Design ram64_arbiter_flat, sky130hd; sources not shown.
Met1 routing:
Scale bar: 20 um.
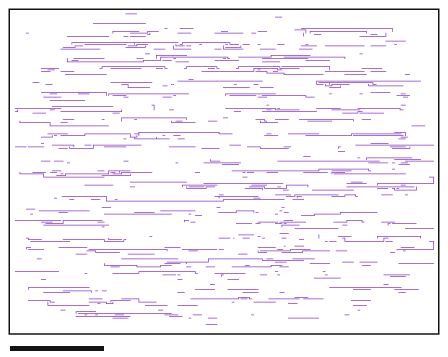
The longest straight run is 24.8 um. The layer holds 45% of the routed length. The layer carries 2180 um of wire. The wires run mostly horizontal.
total wire length: 4790 um
met1 GRT Util: 0.205

Metal 2:
Scale bar: 20 um. Cells faint in the background.
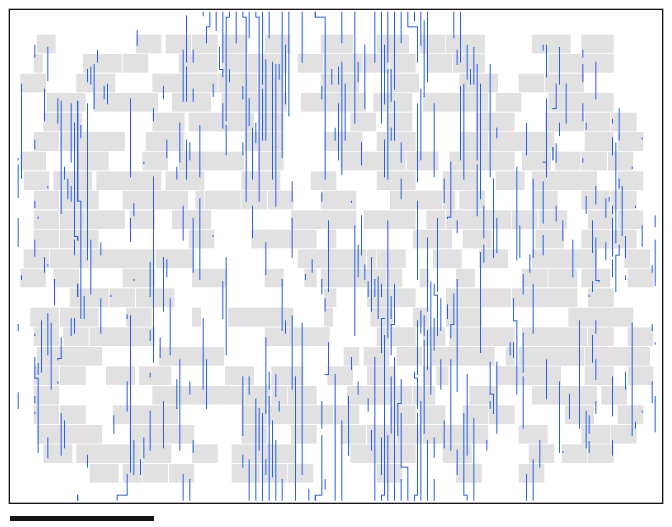
The layer holds 45% of the routed length. The wires run mostly vertical. The layer carries 2180 um of wire. The longest straight run is 25.8 um.
global routing met2 resource utilization: 0.243
via count: 1487

Routing congestion map:
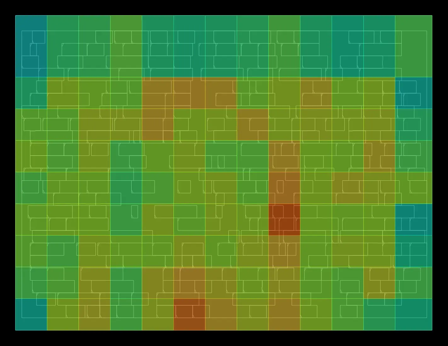
Overall Global Routing Usage: 0.158
GR met3 Demand/Resource: 0.0581
wire per inst: 14.6 um
layer with the highest usage: met2

Cell density map:
The die is cut into 9 by 7 equal tiles; white is low, dark blue is high, 0 to 100% covered.
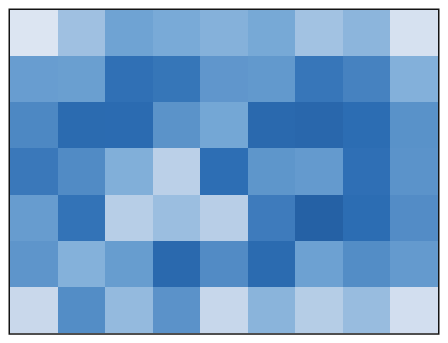
16% of the tiles are over 75% full. The mean over all tiles is 55%. The densest ninth of the die: right middle.
fraction of the core area occupied by cells at floorplan: 0.386
utilization of the core after routing: 0.639

The metal 3 layer:
Scale bar: 20 um. Cells faint in the background.
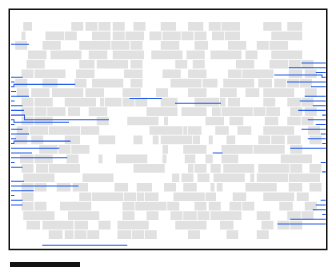
The layer carries 374 um of wire. The layer holds 7.8% of the routed length. The wires run mostly horizontal.

==> results.toml <==
# synthesis and place-and-route metrics
[outcome]
outcome = "finished, final reports clean"

[power]
pwr-share-comb = 0.650
power.share.clock = 0.087
power.combinational.total_mw = 4.30
peakVddDrop_v = 0.000915

[logic_synthesis]
dominantRegCellSynth = "dfrtp_1"
adder_share = 0.00587
yosysWarnings = 0
top_cell_area_share = 0.540
synth_cell_types = 23
syn-mean-instance-area_um2 = 15.9

[global_route]
grt_pass1_vias = 1516
grt_antenna_before_repair = 0

[worst_setup_path]
crit_path_end_kind = "register"
cp_cell_sequence = "inv_2 -> ha_4 -> nor3b_4 -> buf_6 -> buf_6 -> mux2_2 -> mux2_2"
timing.critical_path.slowest_cell_delay_ps = 530
crit_path_start_kind = "register"

[floorplanning]
die_w_um = 90.9
number_of_tap_cells_added_at_floorplan = 75
die_area_um2 = 6240
fp.dieH_um = 68.6
top_level_ports = 110

[flow_run]
tool_warnings = 29

[cells_and_area]
layout_top_cell = "clkdlybuf4s50_1"
nClkBuffers = 7
nonClockBufferCount = 120
fillerInstances = 455
non_clock_buffer_share_of_cell_area = 0.350
seq_share = 0.333
final_area_um2 = 3530

[final_timing]
fin_worst_skew_ps = 5.03
setup-tns-final_ps = 0
achievable-frequency_mhz = 534
final-setup-viol-count = 0
hold_viol_final = 0

[clock_network]
holdBufCountCts = 0
-- timing repair --
action                     4_1_cts  5_1_grt
pin swaps                        1        1
setup buffers                    1        2
resized                          7       17
gates cloned                     0        1
setup endpoints to repair       23       32
-- per-layer routing --
layer | vias to the layer above | wire length (um) | GRT usage
met1 | 724 | 2180 | 0.205
met5 | - | 0 | 0
met2 | 58 | 2180 | 0.243
li1 | 701 | - | -
met3 | 4 | 374 | 0.0581
met4 | 0 | 57 | 0.0655
-- through the flow --
step | power [mW] | cells | util | hold WS [ps]
after detailed placement | 5.98 | 317 | 0.607 | 435
after global routing | 6.94 | 329 | 0.639 | 128
after floorplan | 4.70 | 134 | - | 82.4
after global placement | 5.94 | 317 | 0.608 | 489
final | 6.61 | 329 | 0.639 | 90.1
after CTS | 6.63 | 326 | 0.627 | 107
Power is estimated from default activity; no workload was simulated.
